Run 1, clock wiring as the flow saved it:
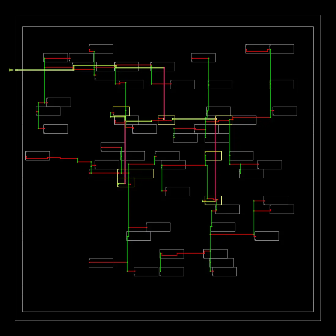
Run 1, sizing map:
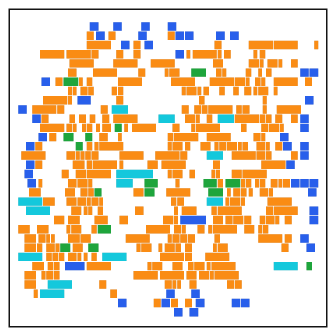
Run 1, metal 2:
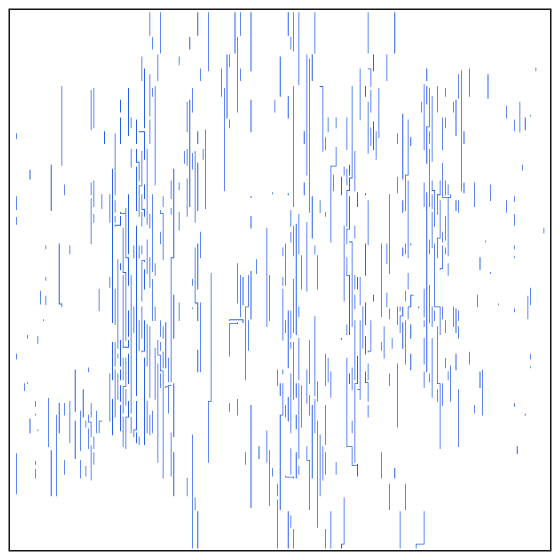
Run 1, metal 3:
Bar = 20 um.
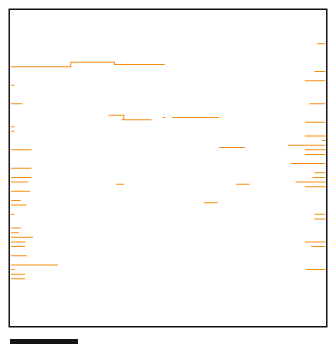
**config.mk**
```make
export PLATFORM = sky130hd
export DESIGN_NAME = multicycle_control_fsm_flat
export DESIGN_NICKNAME = d
export VERILOG_FILES = /design/src/rtl/multicycle_control_fsm_pkg.sv /design/src/rtl/multicycle_control_fsm_if.sv /design/src/rtl/multicycle_control_fsm_opcode_imm_class.sv /design/src/rtl/multicycle_control_fsm.sv /design/src/flat_wrapper.sv
export SDC_FILE = /design/constraint.sdc
export NUM_CORES = 1
export LEC_CHECK = 0
export CAP_MARGIN = 20
export CORE_MARGIN = 2
export CORE_UTILIZATION = 35
export CTS_BUF_LIST = sky130_fd_sc_hd__clkbuf_8
export DETAILED_ROUTE_END_ITERATION = 16
export REMOVE_ABC_BUFFERS = 1
export SLEW_MARGIN = 20
export SYNTH_ARGS = -nofsm -noshare
export SYNTH_HDL_FRONTEND = slang
export SYNTH_SLANG_ARGS = --single-unit
```
**constraint.sdc**
```tcl
create_clock -name clk -period 3.7 [get_ports clk]
set_clock_uncertainty 0.2 [all_clocks]
set_input_delay 0.74 -clock clk [delete_from_list [all_inputs] [get_ports clk]]
set_output_delay 0.74 -clock clk [all_outputs]
set_load 0.1 [all_outputs]
```
**src/rtl/multicycle_control_fsm_pkg.sv**
```systemverilog
// Shared encodings for the multicycle RV32I control sequencer: immediate
// formats, opcodes, state encoding, datapath select codes and per-state Moore outputs.
package multicycle_control_fsm_pkg;

  localparam logic [2:0] I_TYPE   = 3'd0;
  localparam logic [2:0] S_TYPE   = 3'd1;
  localparam logic [2:0] B_TYPE   = 3'd2;
  localparam logic [2:0] U_TYPE   = 3'd3;
  localparam logic [2:0] J_TYPE   = 3'd4;
  localparam logic [2:0] IMM_NONE = 3'b111;

  localparam logic [6:0] OP_R      = 7'b0110011;
  localparam logic [6:0] OP_I      = 7'b0010011;
  localparam logic [6:0] OP_LOAD   = 7'b0000011;
  localparam logic [6:0] OP_STORE  = 7'b0100011;
  localparam logic [6:0] OP_BRANCH = 7'b1100011;
  localparam logic [6:0] OP_JAL    = 7'b1101111;
  localparam logic [6:0] OP_JALR   = 7'b1100111;
  localparam logic [6:0] OP_LUI    = 7'b0110111;
  localparam logic [6:0] OP_AUIPC  = 7'b0010111;

  typedef enum logic [3:0] {
    S_FETCH    = 4'd0,
    S_DECODE   = 4'd1,
    S_EXEC_R   = 4'd2,
    S_EXEC_I   = 4'd3,
    S_ALU_WB   = 4'd4,
    S_MEM_ADDR = 4'd5,
    S_MEM_RD   = 4'd6,
    S_LOAD_WB  = 4'd7,
    S_MEM_WR   = 4'd8,
    S_BRANCH   = 4'd9,
    S_JAL      = 4'd10,
    S_JALR     = 4'd11,
    S_LUI      = 4'd12,
    S_AUIPC    = 4'd13,
    S_TRAP     = 4'd14
  } state_t;

  localparam logic       ADDR_PC       = 1'b0;
  localparam logic       ADDR_ALUOUT   = 1'b1;
  localparam logic [1:0] SRC_A_PC      = 2'd0;
  localparam logic [1:0] SRC_A_OLDPC   = 2'd1;
  localparam logic [1:0] SRC_A_RS1     = 2'd2;
  localparam logic [1:0] SRC_B_RS2     = 2'd0;
  localparam logic [1:0] SRC_B_IMM     = 2'd1;
  localparam logic [1:0] SRC_B_CONST4  = 2'd2;
  localparam logic [1:0] ALU_ADD       = 2'd0;
  localparam logic [1:0] ALU_BRANCH    = 2'd1;
  localparam logic [1:0] ALU_FUNCT     = 2'd2;
  localparam logic       PC_SRC_ALU    = 1'b0;
  localparam logic       PC_SRC_ALUOUT = 1'b1;
  localparam logic [1:0] WB_ALUOUT     = 2'd0;
  localparam logic [1:0] WB_MEMDATA    = 2'd1;
  localparam logic [1:0] WB_PC         = 2'd2;
  localparam logic [1:0] WB_IMM        = 2'd3;

  typedef struct packed {
    logic       mem_valid;
    logic       mem_we;
    logic       addr_sel;
    logic       pc_write;
    logic       pc_src;
    logic [1:0] alu_src_a;
    logic [1:0] alu_src_b;
    logic [1:0] alu_op;
    logic       reg_write;
    logic [1:0] wb_sel;
  } ctrl_t;

  // State-only outputs; the FETCH/BRANCH Mealy terms are added in the top.
  function automatic ctrl_t state_ctrl(state_t s);
    ctrl_t c;
    c = '0;
    case (s)
      S_FETCH: begin
        c.mem_valid = 1'b1;
        c.addr_sel  = ADDR_PC;
        c.alu_src_a = SRC_A_PC;
        c.alu_src_b = SRC_B_CONST4;
        c.alu_op    = ALU_ADD;
      end
      S_DECODE: begin
        c.alu_src_a = SRC_A_OLDPC;
        c.alu_src_b = SRC_B_IMM;
        c.alu_op    = ALU_ADD;
      end
      S_EXEC_R: begin
        c.alu_src_a = SRC_A_RS1;
        c.alu_src_b = SRC_B_RS2;
        c.alu_op    = ALU_FUNCT;
      end
      S_EXEC_I: begin
        c.alu_src_a = SRC_A_RS1;
        c.alu_src_b = SRC_B_IMM;
        c.alu_op    = ALU_FUNCT;
      end
      S_ALU_WB, S_AUIPC: begin
        c.reg_write = 1'b1;
        c.wb_sel    = WB_ALUOUT;
      end
      S_MEM_ADDR: begin
        c.alu_src_a = SRC_A_RS1;
        c.alu_src_b = SRC_B_IMM;
        c.alu_op    = ALU_ADD;
      end
      S_MEM_RD: begin
        c.mem_valid = 1'b1;
        c.addr_sel  = ADDR_ALUOUT;
      end
      S_LOAD_WB: begin
        c.reg_write = 1'b1;
        c.wb_sel    = WB_MEMDATA;
      end
      S_MEM_WR: begin
        c.mem_valid = 1'b1;
        c.mem_we    = 1'b1;
        c.addr_sel  = ADDR_ALUOUT;
      end
      S_BRANCH: begin
        c.alu_src_a = SRC_A_RS1;
        c.alu_src_b = SRC_B_RS2;
        c.alu_op    = ALU_BRANCH;
        c.pc_src    = PC_SRC_ALUOUT;
      end
      S_JAL: begin
        c.reg_write = 1'b1;
        c.wb_sel    = WB_PC;
        c.pc_write  = 1'b1;
        c.pc_src    = PC_SRC_ALUOUT;
      end
      S_JALR: begin
        c.alu_src_a = SRC_A_RS1;
        c.alu_src_b = SRC_B_IMM;
        c.alu_op    = ALU_ADD;
        c.pc_src    = PC_SRC_ALU;
        c.pc_write  = 1'b1;
        c.reg_write = 1'b1;
        c.wb_sel    = WB_PC;
      end
      S_LUI: begin
        c.reg_write = 1'b1;
        c.wb_sel    = WB_IMM;
      end
      default: c = '0;
    endcase
    return c;
  endfunction

endpackage

```
**src/rtl/multicycle_control_fsm_if.sv**
```systemverilog
// Control/handshake bundle between the sequencer (master) and the datapath/memory (slave).
interface multicycle_control_fsm_if #(parameter int INSTRET_W = 32);
  logic [6:0]           opcode;
  logic                 branch_taken;
  logic                 mem_ready;
  logic                 mem_valid;
  logic                 mem_we;
  logic                 addr_sel;
  logic                 ir_write;
  logic                 pc_write;
  logic                 pc_src;
  logic [1:0]           alu_src_a;
  logic [1:0]           alu_src_b;
  logic [1:0]           alu_op;
  logic                 reg_write;
  logic [1:0]           wb_sel;
  logic [2:0]           imm_sel;
  logic                 trap;
  logic [INSTRET_W-1:0] instret;
  logic [3:0]           state;

  modport master (
    input  opcode, branch_taken, mem_ready,
    output mem_valid, mem_we, addr_sel, ir_write, pc_write, pc_src,
           alu_src_a, alu_src_b, alu_op, reg_write, wb_sel, imm_sel,
           trap, instret, state
  );

  modport slave (
    output opcode, branch_taken, mem_ready,
    input  mem_valid, mem_we, addr_sel, ir_write, pc_write, pc_src,
           alu_src_a, alu_src_b, alu_op, reg_write, wb_sel, imm_sel,
           trap, instret, state
  );
endinterface

```
**src/rtl/multicycle_control_fsm_opcode_imm_class.sv**
```systemverilog
// Combinational opcode to immediate-format classifier feeding imm_extend.
module opcode_imm_class
  import multicycle_control_fsm_pkg::*;
(
  input  logic [6:0] opcode,
  output logic [2:0] imm_sel
);
  always_comb begin
    imm_sel = IMM_NONE;
    case (opcode)
      OP_I, OP_LOAD, OP_JALR: imm_sel = I_TYPE;
      OP_STORE:               imm_sel = S_TYPE;
      OP_BRANCH:              imm_sel = B_TYPE;
      OP_JAL:                 imm_sel = J_TYPE;
      OP_LUI, OP_AUIPC:       imm_sel = U_TYPE;
      default:                imm_sel = IMM_NONE;
    endcase
  end
endmodule

```
**src/rtl/multicycle_control_fsm.sv**
```systemverilog
// Multicycle RV32I control sequencer with memory handshake and retired-instruction counter.
// Define CTRL_ILLEGAL_TRAP_EN to park illegal opcodes in a sticky TRAP state.
//
// state    | meaning
// FETCH    | read instruction at PC, PC += 4 on mem_ready
// DECODE   | ALUOUT = OLDPC + imm, dispatch on opcode
// EXEC_R/I | ALU op on rs1 with rs2 / imm
// ALU_WB   | rd <= ALUOUT
// MEM_ADDR | ALUOUT = rs1 + imm
// MEM_RD   | load access, wait for mem_ready
// LOAD_WB  | rd <= memory data
// MEM_WR   | store access, wait for mem_ready
// BRANCH   | compare, PC <= ALUOUT if taken
// JAL/JALR | rd <= PC, PC <= target
// LUI      | rd <= imm
// AUIPC    | rd <= ALUOUT
// TRAP     | illegal opcode, held until reset
module multicycle_control_fsm
  import multicycle_control_fsm_pkg::*;
#(
  parameter int INSTRET_W = 32
) (
  input logic                      clk,
  input logic                      reset,
  multicycle_control_fsm_if.master bus
);

  state_t               state_q;
  state_t               state_nxt;
  ctrl_t                ctrl_q;
  logic [INSTRET_W-1:0] instret_q;
  logic                 retire;
  logic [2:0]           imm_class;
  logic                 live;

  opcode_imm_class u_imm_class (
    .opcode  (bus.opcode),
    .imm_sel (imm_class)
  );

  always_comb begin
    state_nxt = state_q;
    retire    = 1'b0;
    case (state_q)
      S_FETCH:    if (bus.mem_ready) state_nxt = S_DECODE;
      S_DECODE: begin
        case (bus.opcode)
          OP_R:              state_nxt = S_EXEC_R;
          OP_I:              state_nxt = S_EXEC_I;
          OP_LOAD, OP_STORE: state_nxt = S_MEM_ADDR;
          OP_BRANCH:         state_nxt = S_BRANCH;
          OP_JAL:            state_nxt = S_JAL;
          OP_JALR:           state_nxt = S_JALR;
          OP_LUI:            state_nxt = S_LUI;
          OP_AUIPC:          state_nxt = S_AUIPC;
`ifdef CTRL_ILLEGAL_TRAP_EN
          default:           state_nxt = S_TRAP;
`else
          default:           state_nxt = S_FETCH;
`endif
        endcase
      end
      S_EXEC_R, S_EXEC_I: state_nxt = S_ALU_WB;
      S_MEM_ADDR: state_nxt = (bus.opcode == OP_STORE) ? S_MEM_WR : S_MEM_RD;
      S_MEM_RD:   if (bus.mem_ready) state_nxt = S_LOAD_WB;
      S_MEM_WR: begin
        if (bus.mem_ready) begin
          state_nxt = S_FETCH;
          retire    = 1'b1;
        end
      end
      S_ALU_WB, S_LOAD_WB, S_BRANCH, S_JAL, S_JALR, S_LUI, S_AUIPC: begin
        state_nxt = S_FETCH;
        retire    = 1'b1;
      end
`ifdef CTRL_ILLEGAL_TRAP_EN
      S_TRAP:     state_nxt = S_TRAP;
`endif
      default:    state_nxt = S_FETCH;
    endcase
  end

`ifdef CTRL_ILLEGAL_TRAP_EN
  logic trap_q;
`endif

  // Outputs are registered from the next state so they line up with state_q.
  always_ff @(posedge clk) begin
    if (reset) begin
      state_q   <= S_FETCH;
      ctrl_q    <= state_ctrl(S_FETCH);
      instret_q <= '0;
`ifdef CTRL_ILLEGAL_TRAP_EN
      trap_q    <= 1'b0;
`endif
    end else begin
      state_q <= state_nxt;
      ctrl_q  <= state_ctrl(state_nxt);
      if (retire) instret_q <= instret_q + INSTRET_W'(1);
`ifdef CTRL_ILLEGAL_TRAP_EN
      trap_q  <= (state_nxt == S_TRAP);
`endif
    end
  end

  // Reset blanks every output in the same cycle, dropping any pending request.
  assign live          = !reset;
  assign bus.mem_valid = live & ctrl_q.mem_valid;
  assign bus.mem_we    = live & ctrl_q.mem_we;
  assign bus.addr_sel  = live & ctrl_q.addr_sel;
  assign bus.ir_write  = live & (state_q == S_FETCH) & bus.mem_ready;
  assign bus.pc_write  = live & (ctrl_q.pc_write
                                 | ((state_q == S_FETCH) & bus.mem_ready)
                                 | ((state_q == S_BRANCH) & bus.branch_taken));
  assign bus.pc_src    = live & ctrl_q.pc_src;
  assign bus.alu_src_a = live ? ctrl_q.alu_src_a : 2'd0;
  assign bus.alu_src_b = live ? ctrl_q.alu_src_b : 2'd0;
  assign bus.alu_op    = live ? ctrl_q.alu_op : 2'd0;
  assign bus.reg_write = live & ctrl_q.reg_write;
  assign bus.wb_sel    = live ? ctrl_q.wb_sel : 2'd0;
  assign bus.imm_sel   = live ? imm_class : 3'd0;
  assign bus.instret   = live ? instret_q : '0;
  assign bus.state     = live ? state_q : 4'd0;
`ifdef CTRL_ILLEGAL_TRAP_EN
  assign bus.trap      = live & trap_q;
`else
  assign bus.trap      = 1'b0;
`endif

endmodule

```
**src/flat_wrapper.sv**
```systemverilog
// flat-port wrapper written by rule: the top's interface ports become plain ports
module multicycle_control_fsm_flat import multicycle_control_fsm_pkg::*;
#(
  parameter int INSTRET_W = 32
)
  (clk, reset, bus_opcode, bus_branch_taken, bus_mem_ready, bus_mem_valid, bus_mem_we, bus_addr_sel, bus_ir_write, bus_pc_write, bus_pc_src, bus_alu_src_a, bus_alu_src_b, bus_alu_op, bus_reg_write, bus_wb_sel, bus_imm_sel, bus_trap, bus_instret, bus_state);
  multicycle_control_fsm_if #(.INSTRET_W(INSTRET_W)) bus_i ();
  input logic clk;
  input logic reset;
  input wire logic [$bits(bus_i.opcode)-1:0] bus_opcode;
  input wire logic [$bits(bus_i.branch_taken)-1:0] bus_branch_taken;
  input wire logic [$bits(bus_i.mem_ready)-1:0] bus_mem_ready;
  output wire logic [$bits(bus_i.mem_valid)-1:0] bus_mem_valid;
  output wire logic [$bits(bus_i.mem_we)-1:0] bus_mem_we;
  output wire logic [$bits(bus_i.addr_sel)-1:0] bus_addr_sel;
  output wire logic [$bits(bus_i.ir_write)-1:0] bus_ir_write;
  output wire logic [$bits(bus_i.pc_write)-1:0] bus_pc_write;
  output wire logic [$bits(bus_i.pc_src)-1:0] bus_pc_src;
  output wire logic [$bits(bus_i.alu_src_a)-1:0] bus_alu_src_a;
  output wire logic [$bits(bus_i.alu_src_b)-1:0] bus_alu_src_b;
  output wire logic [$bits(bus_i.alu_op)-1:0] bus_alu_op;
  output wire logic [$bits(bus_i.reg_write)-1:0] bus_reg_write;
  output wire logic [$bits(bus_i.wb_sel)-1:0] bus_wb_sel;
  output wire logic [$bits(bus_i.imm_sel)-1:0] bus_imm_sel;
  output wire logic [$bits(bus_i.trap)-1:0] bus_trap;
  output wire logic [$bits(bus_i.instret)-1:0] bus_instret;
  output wire logic [$bits(bus_i.state)-1:0] bus_state;
  assign bus_i.opcode = bus_opcode;
  assign bus_i.branch_taken = bus_branch_taken;
  assign bus_i.mem_ready = bus_mem_ready;
  assign bus_mem_valid = bus_i.mem_valid;
  assign bus_mem_we = bus_i.mem_we;
  assign bus_addr_sel = bus_i.addr_sel;
  assign bus_ir_write = bus_i.ir_write;
  assign bus_pc_write = bus_i.pc_write;
  assign bus_pc_src = bus_i.pc_src;
  assign bus_alu_src_a = bus_i.alu_src_a;
  assign bus_alu_src_b = bus_i.alu_src_b;
  assign bus_alu_op = bus_i.alu_op;
  assign bus_reg_write = bus_i.reg_write;
  assign bus_wb_sel = bus_i.wb_sel;
  assign bus_imm_sel = bus_i.imm_sel;
  assign bus_trap = bus_i.trap;
  assign bus_instret = bus_i.instret;
  assign bus_state = bus_i.state;
  multicycle_control_fsm #(.INSTRET_W(INSTRET_W)) u_core (.clk(clk), .reset(reset), .bus(bus_i));
endmodule
```
==> impl_results.rst, run 1 <==
Metrics
=======

.. list-table::
   :header-rows: 1

   * - Metric
     - Value
   * - Antenna violations before repair
     - 0
   * - Critical path capture point type
     - output pin
   * - Total power
     - 1.08 mW
   * - Wire length of the first global-routing pass
     - 10600 um
   * - Post-synth seq share
     - roughly 36%
   * - Die H
     - roughly 93 um
   * - Largest family of logic cells by area
     - simple AND/OR/NAND/NOR gates
   * - Number of cells in Yosys stat
     - approximately 350
   * - Most common library cell in the layout ignoring fill and taps
     - sky130_fd_sc_hd__dfxtp_1
   * - CP Data Arrival Time
     - approximately 2.2 ns
   * - Worst slack at placement
     - 0.526 ns
   * - Normalized max-slew margin
     - 60.1%
   * - Multi-input combinational area share
     - approximately 47%
   * - Worst vdd rail ir drop
     - 187 uV
   * - M3 GR Usage
     - ~2.7%
   * - Register with the most flip-flops
     - u_core.instret_q
   * - GR Overflow Total
     - 0
   * - Launching instance or port of the critical path
     - bus_opcode[6]
   * - Grt peak-use layer
     - met2
   * - Final routed wire length divided by cell count
     - approximately 12 um
   * - Final core utilization
     - 45.5%
   * - Met3 Wirelength
     - 277 um
   * - Net switching power of the design
     - 0.280 mW
   * - Leading cell category by total area
     - multi-input combinational cells
   * - Status
     - finished clean
   * - Startpoint of the worst-slack reg-to-reg timing path
     - u_core.state_q[3]$_SDFF_PP0_
   * - FF-to-FF path depth
     - 5
   * - Number of antenna diodes
     - 0
   * - Post-synth top area share
     - 35.9%
   * - Number of sinks driven by the clock tree
     - around 50
   * - Hold-critical path depth
     - 2
   * - Tool warnings
     - 25
   * - Max-cap violations
     - 0
   * - Largest registers
     - u_core.instret_q (32), u_core.ctrl_q (14), u_core.state_q (4)
Back to the opening pictures, 'clock wiring as the flow saved it':
Flops: 50
clk_buf instances: 6
cts bufs inserted: 5
insertion delay to the later sink of the worst-skew pair: 0.30 ns
Clk power: 0.392 mW

Back to the opening pictures, 'sizing map':
legend:
  orange:
    size: drive 1 or less
    cells: 317
    share: 80%
  cyan:
    size: drive 6 and up
    cells: 14
    share: 3.5%
  green:
    size: drive 2
    cells: 16
    share: 4.0%
  blue:
    size: drive 3 to 4
    cells: 51
    share: 13%

Back to the opening pictures, 'metal 2':
longest straight run: 30.9 um
share of all routed wire: 44%
wire length on this layer: 2740 um
main direction: vertical

Back to the opening pictures, 'metal 3':
share of all routed wire: 4.5%
nets with wire on the layer: 46
wire length on this layer: 277 um
longest straight run: 17.5 um
main direction: horizontal

==> inputs of run 2 (changes only) <==
--- a/constraint.sdc
+++ b/constraint.sdc
@@ -4,2 +4,2 @@
 set_output_delay 0.74 -clock clk [all_outputs]
-set_load 0.1 [all_outputs]
+set_load 0.01 [all_outputs]
Run 2, sizing map:
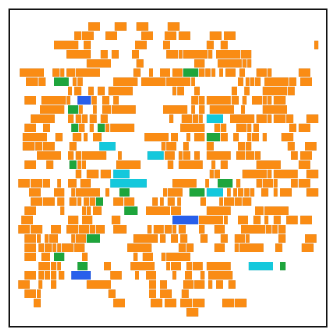
legend:
  green:
    size: drive 2
    cells: 16
    share: 4.0%
  orange:
    size: drive 1 or less
    cells: 373
    share: 93%
  cyan:
    size: drive 6 and up
    cells: 7
    share: 1.8%
  blue:
    size: drive 3 to 4
    cells: 3
    share: 0.75%

Run 2, clock wiring as the flow saved it:
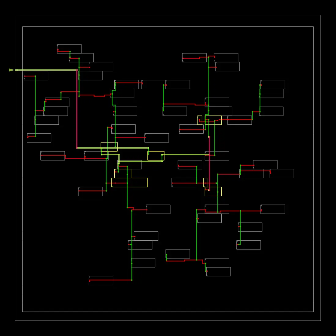
number of sinks driven by the clock tree: 50
clk_buf instances: 5
Clk power: 0.371 mW

Run 2, met1 routing:
Bar = 20 um. Cells faint in the background.
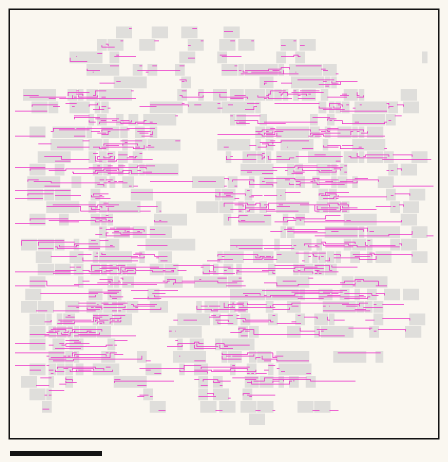
wire length on this layer: 2990 um
longest straight run: 25.3 um
nets with wire on the layer: 367
main direction: horizontal
Vias: 2461
GR met1 Demand/Resource: 20.2%
Total Wirelength: 6070 um

==> run 2 against run 1 <==
Cell count up 0.20%; non-clock buffer count unchanged; register-to-register slack worse by 0.02 ns; critical endpoint unchanged; highest routed layer unchanged.
==> impl_results.rst, run 2 <==
Metrics
=======

.. list-table::
   :header-rows: 1

   * - Metric
     - Value
   * - Multi-input combinational area share
     - 46.0%
   * - Worst vdd rail ir drop
     - around 190 uV
   * - Distinct cell type count of the synthesized netlist
     - approximately 60
   * - Total power
     - 1.00 mW
   * - Met3 Wirelength
     - approximately 290 um
   * - Worst slack at placement
     - ~0.29 ns
   * - Critical path capture point type
     - output pin
   * - Post-synth top area share
     - between 30% and 40%
   * - Net switching power of the design
     - roughly 0.23 mW
   * - Largest family of logic cells by area
     - simple AND/OR/NAND/NOR gates
   * - Antenna violations before repair
     - 0
   * - Number of cells in Yosys stat
     - about 350
   * - M3 GR Usage
     - around 2.7%
   * - Final core utilization
     - a little under half
   * - Register with the most flip-flops
     - u_core.instret_q
   * - Number of antenna diodes
     - 0
   * - Post-synth seq share
     - 35.9%
   * - Flops
     - about 50
   * - Largest registers
     - u_core.instret_q (32), u_core.ctrl_q (14), u_core.state_q (4)
   * - Hold-critical path depth
     - 2
   * - Launching instance or port of the critical path
     - bus_opcode[6]
   * - Final routed wire length divided by cell count
     - 12.1 um
   * - Tool warnings
     - 25
   * - Cts bufs inserted
     - 5
   * - Max-cap violations
     - 0
   * - Leading cell category by total area
     - multi-input combinational cells
   * - FF-to-FF path depth
     - 5
   * - Global-route track usage on met2
     - 24.1%
   * - CP Data Arrival Time
     - between 2 and 2.5 ns
   * - Status
     - finished clean
   * - Normalized max-slew margin
     - 63.0%
   * - Cell with the largest stage delay on the worst path
     - sky130_fd_sc_hd__clkdlybuf4s50_1
   * - Most common library cell in the layout ignoring fill and taps
     - sky130_fd_sc_hd__clkdlybuf4s50_1
   * - GR Overflow Total
     - 0
   * - Startpoint of the worst-slack reg-to-reg timing path
     - u_core.state_q[3]$_SDFF_PP0_
Power is estimated from default activity; no workload was simulated.
